--- config.mk ---
export PLATFORM = sky130hd
export DESIGN_NAME = pci_burst_fifo
export DESIGN_NICKNAME = d
export VERILOG_FILES = /design/src/rtl/pci_burst_fifo.sv
export SDC_FILE = /design/constraint.sdc
export NUM_CORES = 1
export LEC_CHECK = 0
export CELL_PAD_IN_SITES_DETAIL_PLACEMENT = 1
export CELL_PAD_IN_SITES_GLOBAL_PLACEMENT = 1
export CORE_UTILIZATION = 55
export DETAILED_ROUTE_END_ITERATION = 12
export PLACE_DENSITY_LB_ADDON = 0.12
export SLEW_MARGIN = 20
export SYNTH_ARGS = -nofsm -noshare
export SYNTH_HDL_FRONTEND = slang
export SYNTH_SLANG_ARGS = --single-unit
--- constraint.sdc ---
create_clock -name CLKP -period 8.6 [get_ports CLKP]
set_input_delay 0.86 -clock CLKP [delete_from_list [all_inputs] [get_ports CLKP]]
set_output_delay 0.86 -clock CLKP [all_outputs]
set_load 0.01 [all_outputs]
--- src/rtl/pci_burst_fifo.sv ---
// Burst FIFO between the PCI and Amiga buses: first-word fall-through, a burst FSM and
// direction-dependent byte-lane reversal on the read side, built only with PCI_BYTE_SWAP_EN.
module pci_burst_fifo #(
  parameter int DATA_W    = 32,
  parameter int DEPTH     = 8,
  parameter int AFULL_LVL = DEPTH - 2
) (
  input  logic                       CLKP,
  input  logic                       RESET,
  input  logic                       DIR,
  input  logic                       FLUSH,
  input  logic                       wr_valid,
  input  logic                       wr_last,
  input  logic [DATA_W-1:0]          wr_data,
  input  logic [DATA_W/8-1:0]        wr_be,
  output logic                       wr_ready,
  output logic                       rd_valid,
  input  logic                       rd_ready,
  output logic [DATA_W-1:0]          rd_data,
  output logic [DATA_W/8-1:0]        rd_be,
  output logic                       rd_last,
  output logic [$clog2(DEPTH):0]     level,
  output logic                       almost_full,
  output logic                       overflow
);

  localparam int AW = $clog2(DEPTH);
  localparam int LW = AW + 1;
  localparam int BW = DATA_W / 8;

`ifdef PCI_BYTE_SWAP_EN
  localparam logic SWAP_EN = 1'b1;
`else
  localparam logic SWAP_EN = 1'b0;
`endif

  typedef enum logic [1:0] {
    IDLE   = 2'd0,
    ACTIVE = 2'd1,
    DRAIN  = 2'd2
  } state_t;

  state_t               state_r;
  state_t               state_nxt_s;
  logic [AW-1:0]        wr_ptr_r;
  logic [AW-1:0]        rd_ptr_r;
  logic [LW-1:0]        level_r;
  logic                 dir_q_r;
  logic                 overflow_r;
  logic [DATA_W-1:0]    data_mem_r [DEPTH];
  logic [BW-1:0]        be_mem_r   [DEPTH];
  logic                 last_mem_r [DEPTH];

  logic                 full_s;
  logic                 wr_fire_s;
  logic                 rd_fire_s;
  logic                 swap_s;
  logic [DATA_W-1:0]    raw_data_s;
  logic [BW-1:0]        raw_be_s;

  function automatic logic [DATA_W-1:0] swap_data(input logic [DATA_W-1:0] d);
    logic [DATA_W-1:0] r;
    r = '0;
    for (int i = 0; i < BW; i++) begin
      r[8*i +: 8] = d[8*(BW-1-i) +: 8];
    end
    return r;
  endfunction

  function automatic logic [BW-1:0] swap_be(input logic [BW-1:0] b);
    logic [BW-1:0] r;
    r = '0;
    for (int i = 0; i < BW; i++) begin
      r[i] = b[BW-1-i];
    end
    return r;
  endfunction

  assign full_s      = (level_r == LW'(DEPTH));
  assign wr_ready    = !full_s && (state_r != DRAIN);
  assign rd_valid    = (level_r != '0);
  assign wr_fire_s   = wr_valid && wr_ready;
  assign rd_fire_s   = rd_valid && rd_ready;
  assign level       = level_r;
  assign almost_full = (level_r >= LW'(AFULL_LVL));
  assign overflow    = overflow_r;

  // Read side: fall-through word, reversed only when the feature is built and the burst is Amiga->PCI
  assign swap_s     = SWAP_EN & dir_q_r;
  assign raw_data_s = data_mem_r[rd_ptr_r];
  assign raw_be_s   = be_mem_r[rd_ptr_r];
  assign rd_data    = swap_s ? swap_data(raw_data_s) : raw_data_s;
  assign rd_be      = swap_s ? swap_be(raw_be_s) : raw_be_s;
  assign rd_last    = rd_valid && last_mem_r[rd_ptr_r];

  // Burst FSM next-state; a single-word burst flagged last goes straight to DRAIN
  always_comb begin
    state_nxt_s = state_r;
    case (state_r)
      IDLE: begin
        if (wr_fire_s) begin
          state_nxt_s = wr_last ? DRAIN : ACTIVE;
        end else begin
          state_nxt_s = IDLE;
        end
      end
      ACTIVE: begin
        if (wr_fire_s && wr_last) begin
          state_nxt_s = DRAIN;
        end else begin
          state_nxt_s = ACTIVE;
        end
      end
      DRAIN: begin
        if (rd_fire_s && rd_last) begin
          state_nxt_s = IDLE;
        end else begin
          state_nxt_s = DRAIN;
        end
      end
      default: state_nxt_s = IDLE;
    endcase
  end

  // Storage array; not reset, and handshakes in a RESET or FLUSH cycle are dropped
  always_ff @(posedge CLKP) begin
    if (wr_fire_s && !RESET && !FLUSH) begin
      data_mem_r[wr_ptr_r] <= wr_data;
      be_mem_r[wr_ptr_r]   <= wr_be;
      last_mem_r[wr_ptr_r] <= wr_last;
    end
  end

  // Control state: pointers, level, FSM, latched direction and sticky overflow
  always_ff @(posedge CLKP) begin
    if (RESET) begin
      state_r    <= IDLE;
      wr_ptr_r   <= '0;
      rd_ptr_r   <= '0;
      level_r    <= '0;
      dir_q_r    <= 1'b0;
      overflow_r <= 1'b0;
    end else if (FLUSH) begin
      state_r    <= IDLE;
      wr_ptr_r   <= '0;
      rd_ptr_r   <= '0;
      level_r    <= '0;
      overflow_r <= 1'b0;
    end else begin
      state_r <= state_nxt_s;
      if (wr_fire_s) begin
        wr_ptr_r <= wr_ptr_r + AW'(1);
      end
      if (rd_fire_s) begin
        rd_ptr_r <= rd_ptr_r + AW'(1);
      end
      case ({wr_fire_s, rd_fire_s})
        2'b10:   level_r <= level_r + LW'(1);
        2'b01:   level_r <= level_r - LW'(1);
        default: level_r <= level_r;
      endcase
      if (state_r == IDLE && wr_fire_s) begin
        dir_q_r <= DIR;
      end
      if (wr_valid && !wr_ready) begin
        overflow_r <= 1'b1;
      end
    end
  end

endmodule

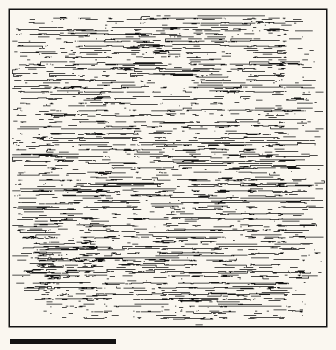
**Above:** run 1 (the metal 1 layer).
Scale bar: 50 um.
wire length on this layer	9890 um
share of all routed wire	41%

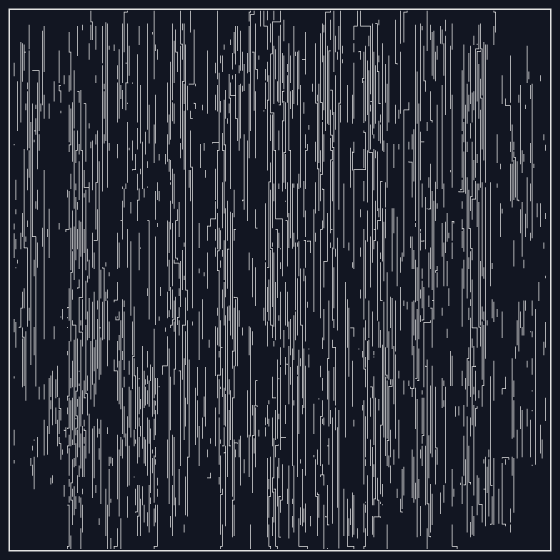
**Above:** run 1 (signal wires on met2).
nets with wire on the layer	642
main direction	vertical
wire length on this layer	12700 um

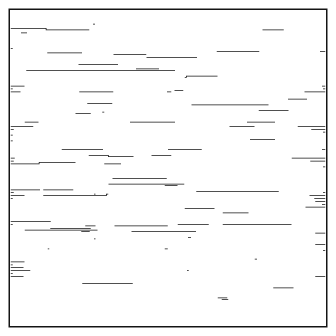
**Above:** run 1 (signal wires on met3).
main direction	horizontal
wire length on this layer	1080 um
nets with wire on the layer	67
share of all routed wire	4.5%

run 1: flip-flops by register name, indices dropped and copies added (netlist names), named ones only:
name,cells
rd_ptr_r,3
last_mem_r,8
be_mem_r,32
overflow,1
state_r,2
wr_ptr_r,3
data_mem_r,256
level,4
run 1: metal layers:
layer | global-route usage | wire length [um] | up-vias
met5 | 0 | 13 | -
met4 | 0.05663 | 360 | 2
met3 | 0.03180 | 1081 | 31
met2 | 0.3921 | 12700 | 147
met1 | 0.3036 | 9892 | 2931
li1 | - | - | 2413
run 1: how the worst min path moves through the flow:
stage	from	endpoint	cells past startpoint
6_report	state_r[1]	state_r[0]	1
5_1_grt	state_r[1]	state_r[0]	1
4_1_cts	state_r[1]	state_r[0]	1
3_5_place_dp	state_r[1]	state_r[0]	1
3_3_place_gp	state_r[1]	state_r[0]	1
2_1_floorplan	state_r[1]	state_r[0]	1
run 1: logic make-up after synthesis:
family,synth area share
XOR/XNOR,0.003678
AND-OR/OR-AND,0.007146
flip-flops,0.7734
adder cells (fa/ha/maj),0.004203
buffers and inverters,0.01093
multiplexers,0.1790
AND/OR/NAND/NOR,0.02165
run 1: final cells by class:
type	count	area (sq um)	share of cell area
Multi-Input combinational cell	187	2624	0.1858
Clock buffer	39	845.8	0.05989
Tap cell	275	344.1	0.02436
Inverter	4	15.01	0.001063
Clock inverter	17	113.9	0.008062
Sequential cell	312	9218	0.6526
Timing Repair Buffer	97	963.4	0.06821
run 1: power by group:
part | switching [mW] | internal [mW] | total (mW)
sequential | 0.00717 | 1.67 | 1.68
combinational | 0.0529 | 0.0584 | 0.111
clock | 0.538 | 0.721 | 1.26
total | 0.598 | 2.45 | 3.05
run 1: critical path, cell delays in order, from the launching register on:
cell,delay (ps)
dfxtp_4,830
buf_4,760
mux4_2,630
mux2_2,300
clkdlybuf4s50_1,500
run 1: metrics by stage:
stage	util	hold WS, ps
finish	0.6677	473.5
global route	0.6677	498.9
CTS	0.6664	464.7
detailed placement	0.6210	461.0
global placement	0.6210	430.5
floorplan	-	421.4
run 1: layout by cell type, fill, tap and decap left out, types with 2 or more instances in the layout:
master           instances
nand2_1                 10
edfxtp_1               296
dfxtp_4                  2
o21ai_0                  2
or3_1                    3
nand2b_1                 3
nor2_1                  12
clkinvlp_4               3
xnor2_1                  2
nor3_2                   2
ha_1                     4
xor2_1                   3
clkinv_2                10
clkbuf_1                 4
clkdlybuf4s50_1         86
mux2i_1                  6
a21oi_1                  4
inv_1                    4
clkinv_1                 3
buf_4                   10
nor2b_1                  4
nor2_4                   6
mux2_2                  36
clkbuf_8                 4
dfxtp_1                 13
mux4_2                  74
clkbuf_16               31
==> flow_metrics.py, run 1 <==
# Auto-generated metrics
metrics = {
    "outcome": {
        "status": "completed",
    },
    "finish": {
        "nets": 680,
        "fill_cells": 1679,
    },
    "flow_run": {
        "cap_viol_max_count": 0,
    },
    "placed_design": {
        "dp_worst_setup_slack_ps": 4553,
        "dpl.cell_count": 874,
    },
    "timing": {
        "timing.final.crit_period_ps": 4451,
        "slew_viol_final": 0,
        "relSlewSlack": 0.4718,
        "worst_pin_slew_ps": 788.0,
        "fmax_mhz": 224.7,
        "layout_setup_ws_ps": 4149,
    },
    "floorplanning": {
        "ios": 88,
        "die_x_um": 149.1,
        "core_sq_mm": 0.02115,
        "die_h_um": 149.1,
    },
    "clock_network": {
        "postCtsSetupRepairBufs": 0,
        "clockBufferDepth": 3,
        "cts_resized": 0,
        "holdBufCountCts": 0,
        "cts_buffers": 31,
        "path_clk_slew_ps": 60,
    },
    "logic_synthesis": {
        "yosys.area.top_type": "edfxtp_1",
        "ys_seq_elements": 312,
        "area_leaders": "edfxtp_1 (75%), mux4_2 (14%), mux2_2 (3.4%), dfxtp_1 (2.7%), nor2_1 (0.57%)",
        "fp_nets": 574,
        "yosysWarnings": 0,
        "netlist_area_sq_mm": 0.01191,
        "synthArstFlopShare": 0,
        "synth-edff-count": 296,
    },
    "drt": {
        "num_vias": 5524,
        "wl_um": 24050,
        "drtIter0Drc": 346,
        "wire_per_inst_um": 25.83,
        "firstDrtPassIters": 4,
        "drc": 0,
    },
    "worst_setup_path": {
        "cp.arrival_ps": 3590,
        "crit_type": "flop to output pin",
        "r2r_setup_slack_ps": 5390,
    },
    "power": {
        "power_mw": 3.049,
        "power.density_mw_per_mm2": 215.9,
    },
    "global_route": {
        "grt_max_degree": 75,
        "grt_pass1_wl_um": 36460,
    },
}
==> run 2: changes to the inputs <==
CORE_UTILIZATION = 51   (was 55)
clock period = 4.6 ns   (was 8.6 ns; I/O delays follow)
==> flow_metrics.py, run 2 <==
# Auto-generated metrics
metrics = {
    "drt": {
        "num_vias": 5471,
        "drc": 0,
        "wire_per_inst_um": 24.38,
        "drtIter0Drc": 282,
        "wl_um": 23750,
    },
    "power": {
        "power.density_mw_per_mm2": 391.8,
    },
    "clock_network": {
        "path_clk_slew_ps": 60,
        "cts_buffers": 30,
        "holdBufCountCts": 0,
        "clockBufferDepth": 3,
        "cts_resized": 0,
    },
    "floorplanning": {
        "die_x_um": 154.8,
        "die_h_um": 154.8,
    },
    "finish": {
        "largest_reg_flops": 256,
        "lay_top_count": "edfxtp_1",
        "lay_top_cells": "edfxtp_1 (296), clkdlybuf4s50_1 (86), mux4_2 (74), mux2_2 (36), clkbuf_16 (31)",
        "fill_cells": 1856,
        "reg.largest.list": "data_mem_r x256, be_mem_r x32, last_mem_r x8",
        "logic_area_sq_mm": 0.002624,
        "largest_register": "data_mem_r",
        "seq_area_sq_mm": 0.009218,
    },
    "timing": {
        "timing.final.crit_period_ps": 3643,
        "worst_pin_slew_ps": 849.6,
        "fmax_mhz": 274.5,
        "relSlewSlack": 0.4336,
    },
    "logic_synthesis": {
        "muxShareOfSynthArea": 0.1790,
        "netlist_area_sq_mm": 0.01191,
        "synth-adder-area-share": 0.004203,
        "synth.logic.top_family": "multiplexers",
        "ys_sh_xor": 0.003678,
        "yosys.area.top_type": "edfxtp_1",
        "synthArstFlopShare": 0,
    },
    "worst_setup_path": {
        "cpPeakStageDelay_ps": 870,
        "cp_slowest_cell": "dfxtp_4",
        "path_cells": "buf_4 -> mux4_2 -> mux2_2 -> clkdlybuf4s50_1",
        "crit_type": "flop to output pin",
        "crit_family": "buffers and inverters",
    },
    "min_path": {
        "worstHoldStart": "state_r[1]",
        "holdPathStages": 1,
        "min_to": "state_r[0]",
    },
    "outcome": {
        "status": "completed",
    },
}
==> run 2: routing by layer <==
layer	up-vias	wire length, um	global-route usage
met5	-	0	0
li1	2420	-	-
met1	2907	9950	0.2801
met4	0	326	0.04526
met3	27	938	0.02858
met2	117	12540	0.3648
==> run 2: cell type report <==
cell class                      count  share of cell area
Clock buffer                       43             0.05808
Timing Repair Buffer              103             0.07172
Multi-Input combinational cell    187              0.1857
Tap cell                          313             0.02771
Clock inverter                     12            0.003453
Inverter                            4            0.001063
Sequential cell                   312              0.6523
==> run 2: worst max-delay path by stage <==
stage	start	endpoint	slack (ps)	depth (start not counted)
floorplan	level[2]	be_mem_r[0][0]	200	7
global placement	RESET	data_mem_r[4][3]	1370	5
detailed placement	RESET	data_mem_r[6][14]	1330	5
CTS	flop	rd_be[3]	840	4
global route	flop	rd_be[3]	740	4
finish	flop	rd_be[3]	960	4
==> run 2: stage by stage <==
stage          setup slack [ps]  power (mW)  hold WS [ps]    util
6_report                  957.3       5.536         466.6  0.6204
5_1_grt                   741.1       5.702         492.3  0.6204
4_1_cts                   843.8       5.595         472.1  0.6204
3_5_place_dp               1329       3.406         448.6  0.5822
3_3_place_gp               1369       3.394         432.6  0.5822
2_1_floorplan             196.2       3.286         421.4       -
==> run 2: power by group <==
| group | total (mW) | switching (mW) | leakage (nW) | internal, mW |
|---|---|---|---|---|
| Clock | 2.19 | 0.963 | 0.422 | 1.23 |
| Combinational | 0.207 | 0.0964 | 1.14 | 0.111 |
| Sequential | 3.14 | 0.0133 | 2.80 | 3.12 |
==> run 2: logic make-up (layout without fill, tap and decap cells) <==
family          after synthesis  after routing
xor+xnor                      5              5
flops                       312            312
mux                         116            116
buf+inv                      28            162
compound gates               12             12
simple gates                 50             50
fa+ha+maj                     4              4
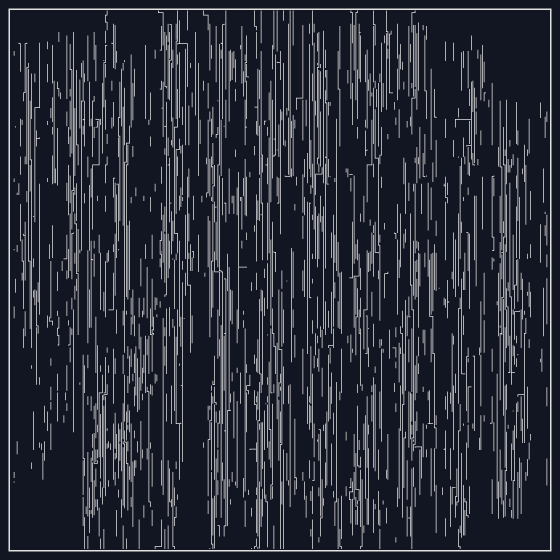
**Above:** run 2 (signal wires on met2).
wire length on this layer	12500 um
share of all routed wire	53%
nets with wire on the layer	653
longest straight run	70.8 um

==> run 3: changes to the inputs <==
clock period = 3.8 ns   (was 4.6 ns; I/O delays follow)
==> flow_metrics.py, run 3 <==
# Auto-generated metrics
metrics = {
    "outcome": {
        "status": "completed",
    },
    "global_route": {
        "grt_overflow_total": 0,
        "gr-usage-met3": 0.03699,
        "grt_use_met1": 0.2669,
        "grt_pass1_wl_um": 36140,
        "grt_busiest_layer": "met2",
        "use_met2": 0.3609,
    },
    "flow_run": {
        "tool_warnings": 27,
        "cap_viol_max_count": 0,
    },
    "placed_design": {
        "dpl.cell_count": 922,
        "dp_worst_setup_slack_ps": 944.3,
        "place_congestion": 0.7189,
    },
    "clock_network": {
        "clk_latency_ps": 550,
        "holdBufCountCts": 0,
        "cts_resized": 0,
        "path_clk_slew_ps": 60,
        "clockBufferDepth": 3,
        "cts_buffers": 31,
        "postCtsSetupRepairBufs": 0,
        "h-tree-depth": 1,
    },
    "min_path": {
        "min_to": "state_r[0]",
        "worstHoldStart": "state_r[1]",
        "hold_path.class": "flop to flop",
        "holdPathStages": 1,
    },
    "floorplanning": {
        "die_x_um": 154.8,
        "die_h_um": 154.8,
        "core_sq_mm": 0.02278,
        "die-area_sq_mm": 0.02396,
    },
    "timing": {
        "finalClockPeriodUsage": 0.8809,
        "slew_viol_final": 0,
        "layout_setup_ws_ps": 452.5,
        "relSlewSlack": 0.4804,
        "timing.final.crit_period_ps": 3347,
        "worst_pin_slew_ps": 769.4,
        "fmax_mhz": 298.7,
    },
    "drt": {
        "wl_um": 23700,
        "firstDrtPassIters": 4,
        "vias_per_cell": 5.686,
        "drtIter0Drc": 288,
        "wire_per_inst_um": 24.18,
        "num_vias": 5572,
        "drc": 0,
    },
    "finish": {
        "seq_area_sq_mm": 0.009218,
        "nets": 689,
        "reg.largest.list": "data_mem_r x256, be_mem_r x32, last_mem_r x8",
        "largest_register": "data_mem_r",
        "drive_above_1_share": 0.2894,
        "syn2layout_area_growth_pct": 20.54,
        "fill_cells": 1872,
        "logic_area_sq_mm": 0.002636,
        "stdcell_count": 980,
        "lay_top_count": "edfxtp_1",
        "largest_reg_flops": 256,
        "lay_top_cells": "edfxtp_1 (296), clkdlybuf4s50_1 (86), mux4_2 (74), mux2_2 (36), clkbuf_16 (31)",
    },
    "power": {
        "ir_worst_vdd_v": 0.0003795,
        "power.density_mw_per_mm2": 494.0,
        "p_leak_nw": 4.454,
    },
    "logic_synthesis": {
        "synthArstFlopShare": 0,
        "ys_seq_frac": 0.7734,
        "netlist_area_sq_mm": 0.01191,
        "yosysWarnings": 0,
        "yosys.area.top_type_share": 0.7465,
        "area_leaders": "edfxtp_1 (75%), mux4_2 (14%), mux2_2 (3.4%), dfxtp_1 (2.7%), nor2_1 (0.57%)",
        "yosys.area.top_type": "edfxtp_1",
        "fp_nets": 574,
        "yosysMostFrequentCell": "edfxtp_1",
        "syn_inst": 527,
    },
    "worst_setup_path": {
        "cp_slowest_cell": "dfxtp_4",
        "path_cells": "buf_4 -> mux4_2 -> mux2_2 -> clkdlybuf4s50_1",
        "crit_type": "flop to output pin",
        "rr_endpoint": "level[2]",
        "required_ps": 3420,
        "cpPeakStageDelay_ps": 740,
        "end_kind": "output pin",
        "r2r_setup_slack_ps": 940,
        "r2r_start": "level[1]",
    },
}
run 3: netlist changes by cell type in the layout (fill, tap and decap cells not counted), moves of 3 or more:
cell,change
clkbuf_1,-7
bufinv_16,+4
clkbuf_8,+3
clkinv_1,-3
clkinv_2,+3
run 3: power breakdown:
group / switching, mW / internal [mW]
Combinational: 0.118 / 0.135
Sequential: 0.0145 / 3.78
Clock: 1.22 / 1.82
Total: 1.35 / 5.74
run 3: metrics by stage:
step | power, mW | instance area [sq um] | hold slack, ps | utilization
after floorplan | 3.977 | 11920 | 421.4 | -
after global placement | 4.109 | 13320 | 430.1 | 0.5848
after detailed placement | 4.124 | 13320 | 451.8 | 0.5848
after CTS | 7.156 | 14350 | 459.8 | 0.6302
after global routing | 7.291 | 14350 | 483.1 | 0.6302
final | 7.091 | 14350 | 457.0 | 0.6302
run 3: logic make-up after synthesis:
family                   count (synthesis)  share of synthesized area
AND/OR/NAND/NOR                         50                    0.02165
buffers and inverters                   28                    0.01093
multiplexers                           116                     0.1790
XOR/XNOR                                 5                   0.003678
flip-flops                             312                     0.7734
AND-OR/OR-AND                           12                   0.007146
adder cells (fa/ha/maj)                  4                   0.004203
run 3: worst max-delay path: cells and delay by family (launching register included):
kind	cells	cell delay [ps]
buffers and inverters	2	820
DFF	1	740
muxes	2	830
run 3: worst max path at each step:
stage	to	depth (start not counted)	slack (ps)	start
CTS	rd_data[23]	4	340	flop
global route	rd_be[3]	4	260	flop
floorplan	be_mem_r[6][0]	7	390	level[2]
global placement	rd_data[23]	4	960	flop
finish	rd_data[30]	4	450	flop
detailed placement	rd_data[23]	4	940	flop
run 3: metal layers:
layer,part of all wire,routed length [um]
met5,0,0
met2,0.51,12080
met1,0.43,10170
met3,0.045,1070
met4,0.016,376
run 3: cell type report:
class / instances / share of cell area
clock buffer: 39 / 0.05823
clock inverter: 19 / 0.01369
inverter: 4 / 0.001046
multi-input combinational: 187 / 0.1837
sequential: 312 / 0.6422
tap: 313 / 0.02728
timing repair buffer: 106 / 0.07392
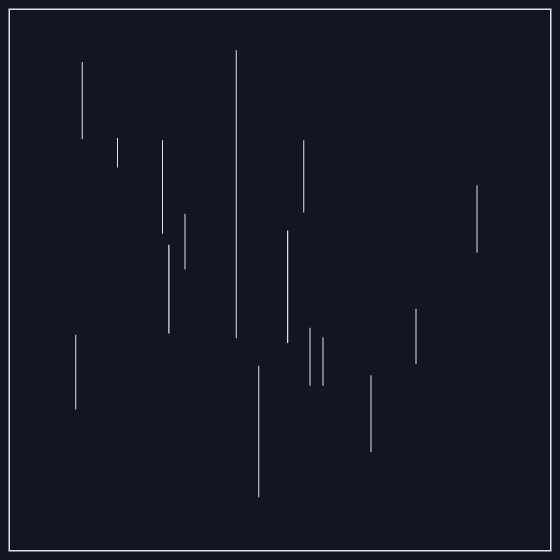
**Above:** run 3 (the metal 4 layer).
main direction	vertical
longest straight run	82.3 um
nets with wire on the layer	6
share of all routed wire	1.6%
wire length on this layer	377 um


==> notes/layouts.md <==
Pictures saved along the way, in no particular order.

Routing congestion map.
picture 1
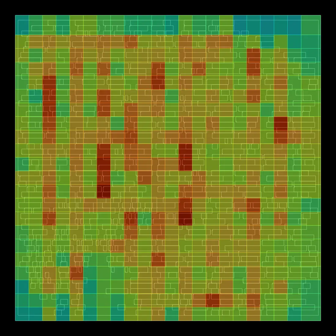
picture 2
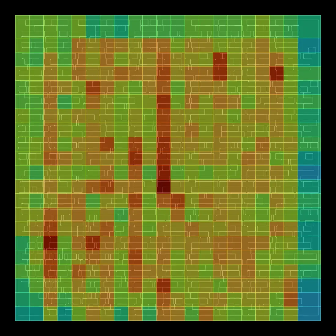
picture 3
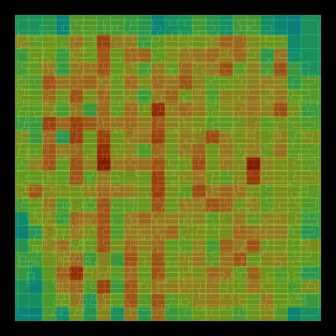
Picture 2 is run 1.
Picture 3 is run 2.
Picture 1 is run 3.

Power is estimated from default activity; no workload was simulated.
